Figure 1. Floorplan with the power grid (run 1).
(8 px per µm) Pins as bars on the die edge. Tap cells in grey.
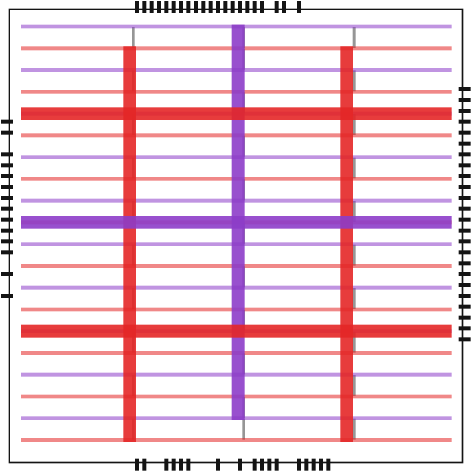
Figure 2. Placed cells, one colour a class (run 1).
(8 px per µm) Fill, decap, tap and diode cells in grey.
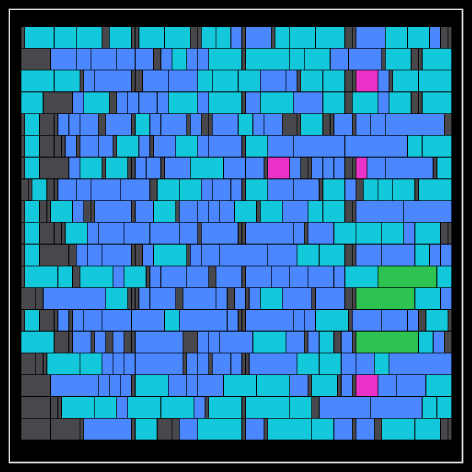
Figure 3. Clock distribution (run 1).
(6 px per µm)
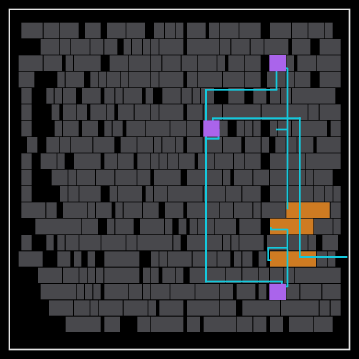
Figure 4. Routed metal, one colour a layer (run 1).
(8 px per µm)
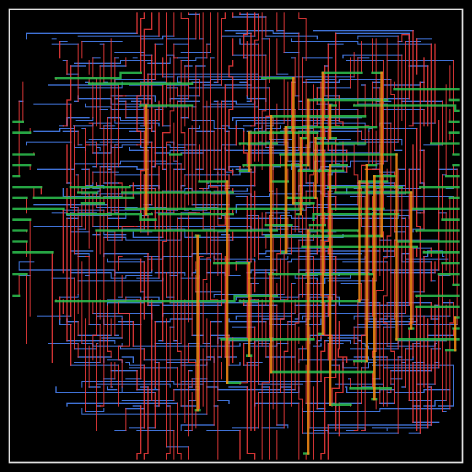
`src/rtl/exforwardamux.sv`:
```
// EX-stage operand A forwarding select.
package exforwardamux;
  typedef enum logic [1:0] {
    no_forward      = 2'b00,
    mem_alu_out     = 2'b01,
    regfile_MUX_out = 2'b10
  } exforwardamux_sel_t;
endpackage

```
`src/rtl/exforwardbmux.sv`:
```
// EX-stage operand B forwarding select.
package exforwardbmux;
  typedef enum logic [1:0] {
    no_forward      = 2'b00,
    mem_alu_out     = 2'b01,
    regfile_MUX_out = 2'b10
  } exforwardbmux_sel_t;
endpackage

```
`src/rtl/hazard_pkg.sv`:
```
// Pipeline control state encoding and register-match helper.
package hazard_pkg;
  typedef enum logic [1:0] {
    RUN      = 2'd0,
    LOAD_USE = 2'd1,
    MEM_WAIT = 2'd2
  } hazard_state_t;

  // x0 is hardwired, so it never produces a dependency.
  function automatic logic reg_hit(input logic [4:0] src, input logic [4:0] dst);
    return (src != 5'd0) && (src == dst);
  endfunction
endpackage

```
`src/rtl/idforwardamux.sv`:
```
// ID-stage operand A forwarding select (branch compare inputs).
package idforwardamux;
  typedef enum logic [1:0] {
    no_forward   = 2'b00,
    ex_br_en     = 2'b01,
    mem_pc_plus4 = 2'b10,
    mem_alu_out  = 2'b11
  } idforwardamux_sel_t;
endpackage

```
`src/rtl/idforwardbmux.sv`:
```
// ID-stage operand B forwarding select (branch compare inputs).
package idforwardbmux;
  typedef enum logic [1:0] {
    no_forward   = 2'b00,
    ex_br_en     = 2'b01,
    mem_pc_plus4 = 2'b10,
    mem_alu_out  = 2'b11
  } idforwardbmux_sel_t;
endpackage

```
`src/rtl/irmux.sv`:
```
// Instruction-register mux select: fetched word or a nop.
package irmux;
  typedef enum logic {
    imem_rdata = 1'b0,
    nop        = 1'b1
  } irmux_sel_t;
endpackage

```
`src/rtl/pcmux.sv`:
```
// PC mux select encoding shared by the datapath and pipeline control.
package pcmux;
  typedef enum logic [1:0] {
    pc_plus4  = 2'b00,
    adder_out = 2'b01,
    alu_mod2  = 2'b10
  } pcmux_sel_t;
endpackage

```
`src/rtl/regfilemux.sv`:
```
// Register-file write-back mux select encoding.
package regfilemux;
  typedef enum logic [2:0] {
    alu_out  = 3'd0,
    br_en    = 3'd1,
    u_imm    = 3'd2,
    lw       = 3'd3,
    pc_plus4 = 3'd4,
    lb       = 3'd5,
    lbu      = 3'd6,
    lh       = 3'd7
  } regfilemux_sel_t;
endpackage

```
`src/rtl/wbmemforwardmux.sv`:
```
// Store-data forwarding select for the MEM stage.
package wbmemforwardmux;
  typedef enum logic {
    no_forward      = 1'b0,
    regfile_MUX_out = 1'b1
  } wbmemforwardmux_sel_t;
endpackage

```
`src/rtl/fwd_operand_sel.sv`:
```
// Forwarding select for one operand; ID_STAGE picks the ID-stage rule set
// (branch operands) instead of the EX-stage rule set (ALU operands).
module fwd_operand_sel
  import hazard_pkg::*;
#(
  parameter bit ID_STAGE = 1'b0
) (
  input  logic [4:0]                  rs_i,
  input  logic [4:0]                  ex_rd_i,
  input  logic [4:0]                  mem_rd_i,
  input  logic [4:0]                  wb_rd_i,
  input  logic                        ex_regwrite_i,
  input  logic                        mem_regwrite_i,
  input  logic                        wb_regwrite_i,
  input  regfilemux::regfilemux_sel_t ex_regfilemux_sel_i,
  input  regfilemux::regfilemux_sel_t mem_regfilemux_sel_i,
  output logic [1:0]                  sel_o
);

  logic ex_hit, mem_hit, wb_hit;

  assign ex_hit  = ex_regwrite_i  && reg_hit(rs_i, ex_rd_i);
  assign mem_hit = mem_regwrite_i && reg_hit(rs_i, mem_rd_i);
  assign wb_hit  = wb_regwrite_i  && reg_hit(rs_i, wb_rd_i);

  always_comb begin
    sel_o = '0;
    if (ID_STAGE) begin
      if (ex_hit && ex_regfilemux_sel_i == regfilemux::br_en)
        sel_o = idforwardamux::ex_br_en;
      else if (mem_hit && mem_regfilemux_sel_i == regfilemux::pc_plus4)
        sel_o = idforwardamux::mem_pc_plus4;
      else if (mem_hit && mem_regfilemux_sel_i == regfilemux::alu_out)
        sel_o = idforwardamux::mem_alu_out;
    end else begin
      if (mem_hit && mem_regfilemux_sel_i == regfilemux::alu_out)
        sel_o = exforwardamux::mem_alu_out;
      else if (wb_hit)
        sel_o = exforwardamux::regfile_MUX_out;
    end
  end

endmodule

```
`src/rtl/hazard_forward_unit.sv`:
```
// Forwarding selects, nop insertion and pipeline-register enables for the
// five-stage core. Optional perf counters under `HAZARD_PERF_EN`.
module hazard_forward_unit
  import hazard_pkg::*;
(
  input  logic                                clk,
  input  logic                                rst,
  input  logic [4:0]                          id_rs1,
  input  logic [4:0]                          id_rs2,
  input  logic [4:0]                          ex_rs1,
  input  logic [4:0]                          ex_rs2,
  input  logic [4:0]                          ex_rd,
  input  logic [4:0]                          mem_rs2,
  input  logic [4:0]                          mem_rd,
  input  logic [4:0]                          wb_rd,
  input  logic                                ex_regwrite,
  input  logic                                mem_regwrite,
  input  logic                                wb_regwrite,
  input  logic                                ex_is_load,
  input  logic                                mem_is_store,
  input  regfilemux::regfilemux_sel_t         ex_regfilemux_sel,
  input  regfilemux::regfilemux_sel_t         mem_regfilemux_sel,
  input  pcmux::pcmux_sel_t                   ex_pcmux_sel,
  input  logic                                imem_read,
  input  logic                                imem_resp,
  input  logic                                dmem_access,
  input  logic                                dmem_resp,
  output logic                                pc_load,
  output logic                                if_id_load,
  output logic                                id_ex_load,
  output logic                                ex_mem_load,
  output logic                                mem_wb_load,
  output logic                                id_ex_bubble,
  output irmux::irmux_sel_t                   irmux_sel,
  output idforwardamux::idforwardamux_sel_t   idforwarda_sel,
  output idforwardbmux::idforwardbmux_sel_t   idforwardb_sel,
  output exforwardamux::exforwardamux_sel_t   exforwarda_sel,
  output exforwardbmux::exforwardbmux_sel_t   exforwardb_sel,
  output wbmemforwardmux::wbmemforwardmux_sel_t wbmemforward_sel,
  output logic                                stall
`ifdef HAZARD_PERF_EN
  ,
  output logic [31:0]                         perf_stall_cycles,
  output logic [31:0]                         perf_flush_count
`endif
);

  hazard_state_t state_q, state_d;
  logic          flush_pending_q, flush_pending_d;
  logic          mem_wait, load_use, redirect, flush;
  logic [4:0]    loads;
  logic [1:0]    exa_raw, exb_raw, ida_raw, idb_raw;

  fwd_operand_sel #(.ID_STAGE(1'b0)) u_exa (
    .rs_i(ex_rs1), .ex_rd_i(ex_rd), .mem_rd_i(mem_rd), .wb_rd_i(wb_rd),
    .ex_regwrite_i(ex_regwrite), .mem_regwrite_i(mem_regwrite), .wb_regwrite_i(wb_regwrite),
    .ex_regfilemux_sel_i(ex_regfilemux_sel), .mem_regfilemux_sel_i(mem_regfilemux_sel),
    .sel_o(exa_raw)
  );

  fwd_operand_sel #(.ID_STAGE(1'b0)) u_exb (
    .rs_i(ex_rs2), .ex_rd_i(ex_rd), .mem_rd_i(mem_rd), .wb_rd_i(wb_rd),
    .ex_regwrite_i(ex_regwrite), .mem_regwrite_i(mem_regwrite), .wb_regwrite_i(wb_regwrite),
    .ex_regfilemux_sel_i(ex_regfilemux_sel), .mem_regfilemux_sel_i(mem_regfilemux_sel),
    .sel_o(exb_raw)
  );

  fwd_operand_sel #(.ID_STAGE(1'b1)) u_ida (
    .rs_i(id_rs1), .ex_rd_i(ex_rd), .mem_rd_i(mem_rd), .wb_rd_i(wb_rd),
    .ex_regwrite_i(ex_regwrite), .mem_regwrite_i(mem_regwrite), .wb_regwrite_i(wb_regwrite),
    .ex_regfilemux_sel_i(ex_regfilemux_sel), .mem_regfilemux_sel_i(mem_regfilemux_sel),
    .sel_o(ida_raw)
  );

  fwd_operand_sel #(.ID_STAGE(1'b1)) u_idb (
    .rs_i(id_rs2), .ex_rd_i(ex_rd), .mem_rd_i(mem_rd), .wb_rd_i(wb_rd),
    .ex_regwrite_i(ex_regwrite), .mem_regwrite_i(mem_regwrite), .wb_regwrite_i(wb_regwrite),
    .ex_regfilemux_sel_i(ex_regfilemux_sel), .mem_regfilemux_sel_i(mem_regfilemux_sel),
    .sel_o(idb_raw)
  );

  assign exforwarda_sel = rst ? exforwardamux::no_forward
                              : exforwardamux::exforwardamux_sel_t'(exa_raw);
  assign exforwardb_sel = rst ? exforwardbmux::no_forward
                              : exforwardbmux::exforwardbmux_sel_t'(exb_raw);
  assign idforwarda_sel = rst ? idforwardamux::no_forward
                              : idforwardamux::idforwardamux_sel_t'(ida_raw);
  assign idforwardb_sel = rst ? idforwardbmux::no_forward
                              : idforwardbmux::idforwardbmux_sel_t'(idb_raw);
  assign wbmemforward_sel = (!rst && mem_is_store && wb_regwrite && reg_hit(mem_rs2, wb_rd))
                            ? wbmemforwardmux::regfile_MUX_out
                            : wbmemforwardmux::no_forward;

  assign mem_wait = (imem_read && !imem_resp) || (dmem_access && !dmem_resp);
  assign load_use = ex_is_load && (reg_hit(id_rs1, ex_rd) || reg_hit(id_rs2, ex_rd));
  assign redirect = ex_pcmux_sel != pcmux::pc_plus4;
  // A redirect held back by a memory stall is replayed on the first advancing cycle.
  assign flush    = !mem_wait && (redirect || flush_pending_q);

  always_comb begin
    state_d         = state_q;
    flush_pending_d = flush_pending_q;
    loads           = '1;
    id_ex_bubble    = 1'b0;
    irmux_sel       = irmux::imem_rdata;
    stall           = 1'b0;
    if (rst) begin
      loads           = '0;
      id_ex_bubble    = 1'b1;
      irmux_sel       = irmux::nop;
      state_d         = RUN;
      flush_pending_d = 1'b0;
    end else if (mem_wait) begin
      loads           = '0;
      stall           = 1'b1;
      state_d         = MEM_WAIT;
      flush_pending_d = flush_pending_q || redirect;
    end else if (flush) begin
      id_ex_bubble    = 1'b1;
      irmux_sel       = irmux::nop;
      state_d         = RUN;
      flush_pending_d = 1'b0;
    end else if (load_use && state_q != LOAD_USE) begin
      loads[4:3]      = 2'b00;
      id_ex_bubble    = 1'b1;
      stall           = 1'b1;
      state_d         = LOAD_USE;
    end else begin
      state_d         = RUN;
    end
  end

  assign {pc_load, if_id_load, id_ex_load, ex_mem_load, mem_wb_load} = loads;

  always_ff @(posedge clk) begin
    if (rst) begin
      state_q         <= RUN;
      flush_pending_q <= 1'b0;
    end else begin
      state_q         <= state_d;
      flush_pending_q <= flush_pending_d;
    end
  end

`ifdef HAZARD_PERF_EN
  always_ff @(posedge clk) begin
    if (rst) begin
      perf_stall_cycles <= '0;
      perf_flush_count  <= '0;
    end else begin
      if (stall) perf_stall_cycles <= perf_stall_cycles + 32'd1;
      if (flush) perf_flush_count  <= perf_flush_count + 32'd1;
    end
  end
`endif

endmodule

```
`config.mk`:
```
export PLATFORM = sky130hd
export DESIGN_NAME = hazard_forward_unit
export DESIGN_NICKNAME = d
export VERILOG_FILES = /design/src/rtl/exforwardamux.sv /design/src/rtl/exforwardbmux.sv /design/src/rtl/hazard_pkg.sv /design/src/rtl/idforwardamux.sv /design/src/rtl/idforwardbmux.sv /design/src/rtl/irmux.sv /design/src/rtl/pcmux.sv /design/src/rtl/regfilemux.sv /design/src/rtl/wbmemforwardmux.sv /design/src/rtl/fwd_operand_sel.sv /design/src/rtl/hazard_forward_unit.sv
export SDC_FILE = /design/constraint.sdc
export NUM_CORES = 1
export LEC_CHECK = 0
export ABC_AREA = 1
export CAP_MARGIN = 5
export CORE_UTILIZATION = 35
export CTS_CLUSTER_SIZE = 24
export DETAILED_ROUTE_END_ITERATION = 6
export PLACE_DENSITY = 0.82
export SLEW_MARGIN = 5
export SYNTH_ARGS = -nofsm -noshare
export SYNTH_HDL_FRONTEND = slang
export SYNTH_SLANG_ARGS = --single-unit
```
`constraint.sdc`:
```
create_clock -name clk -period 1.6 [get_ports clk]
set_input_delay 0.32 -clock clk [delete_from_list [all_inputs] [get_ports clk]]
set_output_delay 0.32 -clock clk [all_outputs]
set_load 0.005 [all_outputs]
```
==> flow_summary.yaml, run 1 <==
# synthesis and place-and-route metrics
min_path:
  min_from: "imem_resp"
  holdPathEnd: "state_q[0]"
grt:
  grt_max_degree: 7
  grt.overflow.total: 0
  gr-usage-met1_pct: 29.6
power:
  p_leak_nw: 1.18
  pg_seq_mw: 0.0810
  power_switching_share_pct: 43.7
sta:
  hold_viol: 0
  finalSetupViolCount: 10
  layout_setup_ws_ps: -188
synthesis:
  synthesis.instances: 190
  yosys_warnings: 0
  syn-mean-instance-area_um2: 5.47
  yosysMostFrequentCell: "nand2_1"
  synth_top_area_share_pct: 13.0
  ys_types: 26
placed_design:
  gp_congestion: 0.880
  port_buffers: 75
route:
  drt_iter0_drc: 124
  met1Wirelength_um: 2210
  vias: 1924
run_status:
  violations: "setup timing"
  outcome: "finished, violations left"
layout:
  top_register: "state_q"
  mostFrequentLayoutCells: "buf_4 (41), nand2_1 (29), buf_6 (22)"
  mostFrequentLayoutCell: "buf_4"
  comb_cells: 150
  final_cell_area_um2: 2440
  seq_cells: 3
clocking:
  htreeDepth: 1
  cts_resized: 275
die:
  ioPinCount: 76
setup_path:
  crit_family: "simple AND/OR/NAND/NOR gates"
About Figure 1:
Red stands for VSS. Purple stands for VDD.
3 straps on met4. 76 signal pins sit on the boundary. 3 straps on met5. 20 met1 rails follow the rows. 31 tap cells.
chip width: 56.5 µm
Die Y: 56.5 µm

About Figure 2:
Magenta stands for clock drivers and dummy loads, cells 4. Blue stands for combinational and other logic, cells 184. Cyan stands for other buffers and delay cells, cells 122. Green stands for flops, cells 3.

About Figure 3:
Cyan stands for clock wires, length 161 µm. Orange stands for flip-flops, count 3. Purple stands for clock drivers, count 3.
There are 4 routed clock nets.
Final Skew: 2.96 ps
power in the clock group: 0.162 mW
Late-Pin Clk Latency: 270 ps
Clock Power Share: 18.7%

About Figure 4:
Green stands for metal 3, wire length 546 µm. Red stands for metal 2, wire length 3230 µm. Blue stands for metal 1, wire length 2210 µm. Orange stands for metal 4, wire length 392 µm.

## run 1: worst max path at each step
stage          startpoint                 to
4_1_cts         id_rs1[1]            pc_load
2_1_floorplan   id_rs1[0]            pc_load
3_5_place_dp    mem_rd[1]  idforwarda_sel[0]
5_1_grt         id_rs1[3]       id_ex_bubble
3_3_place_gp    mem_rd[1]  idforwarda_sel[0]
6_report        id_rs2[4]       id_ex_bubble
## run 1: per-stage QoR
stage | worst slack [ps] | TNS (ps) | hold slack [ps]
3_3_place_gp | -801 | -11580 | 482
5_1_grt | -211 | -1470 | 566
6_report | -188 | -996 | 551
4_1_cts | -68.7 | -249 | 502
2_1_floorplan | 159 | 0 | 461
3_5_place_dp | -834 | -12010 | 500
Figure 5. Track usage over the die (run 1).
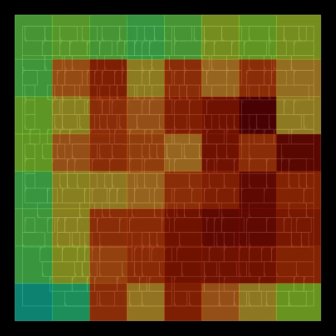

==> run 1 -> run 2 <==
Settings changed: PLACE_DENSITY 0.82 to 0.81.
Figure 6. Track usage over the die (run 2).
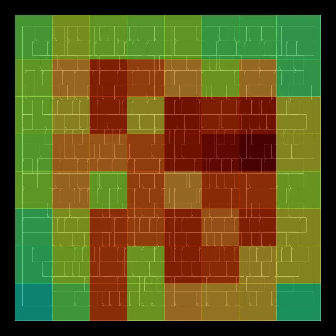
M2 GR Usage: 51.3%
grt met3 use: 5.53%
gr usage total: 28.1%
grt peak-use layer: met2

Figure 7. Clock distribution (run 2).
(6 px per µm)
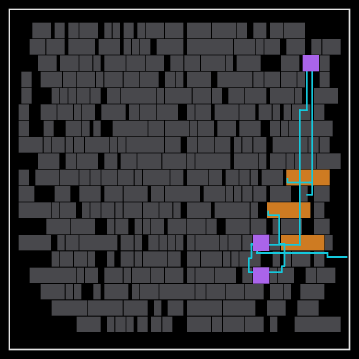
Orange stands for flip-flops, count 3. Cyan stands for clock wires, length 108 µm. Purple stands for clock drivers, count 3.
There are 4 routed clock nets.
Late-Pin Clk Latency: 250 ps
power in the clock group: 0.148 mW
Final Skew: 4.30 ps

==> flow_summary.yaml, run 2 <==
# synthesis and place-and-route metrics
sta:
  layout_setup_ws_ps: -34.5
  hold_viol: 0
  finalSetupViolCount: 4
layout:
  comb_cells: 150
  seq_cells: 3
  final_cell_area_um2: 2320
  mostFrequentLayoutCells: "nand2_1 (27), buf_2 (27), buf_4 (27)"
placed_design:
  post-place-ws_ps: -878
  port_buffers: 75
  gp_congestion: 0.874
clocking:
  htreeDepth: 1
  cts_resized: 283
setup_path:
  endpoint: "if_id_load"
  cp-startpoint: "id_rs1[0]"
  crit_family: "simple AND/OR/NAND/NOR gates"
synthesis:
  synth_top_area_share_pct: 13.0
  yosysMostFrequentCell: "nand2_1"
  ys_types: 26
  syn-mean-instance-area_um2: 5.47
  yosys_warnings: 0
min_path:
  min_from: "ex_pcmux_sel[0]"
route:
  drt_iter0_drc: 91
  met1Wirelength_um: 1820
  vias: 1786
power:
  p_leak_nw: 1.12
run_status:
  outcome: "finished, violations left"
  violations: "setup timing"
grt:
  grt_max_degree: 7
die:
  ioPinCount: 76
Figure 8. Floorplan with the power grid (run 2).
(8 px per µm) Pins as bars on the die edge. Tap cells in grey.
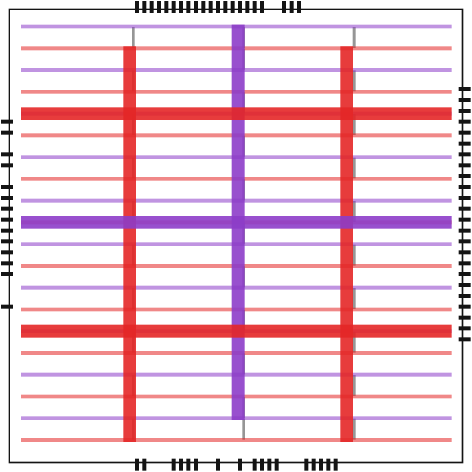
Purple stands for VDD. Red stands for VSS.
20 met1 rails follow the rows. 31 tap cells. The core has 19 rows. 3 straps on met4.

[run 2: cells by family after synthesis]
family | after synthesis | share of synthesized area [%]
DFF | 3 | 5.78
and+or+nand+nor | 106 | 49.2
AOI/OAI and AO/OA | 24 | 13.7
xor gates and xnor gates | 20 | 16.9
buffers and inverters | 37 | 14.5
[run 2: power by group]
part	internal [mW]	switching [mW]	total, mW
sequential	0.0784	0.00244	0.0808
clock	0.0944	0.0540	0.148
combinational	0.289	0.280	0.569
total	0.462	0.336	0.798
[run 2: metrics by stage]
stage	util [%]	TNS, ps	cells
detailed placement	71.4	-11850	317
global route	83.5	-598	332
CTS	75.3	0	329
global placement	71.4	-11460	317
floorplan	-	0	190
finish	83.5	-106	332
Power and IR drop assume default switching activity.
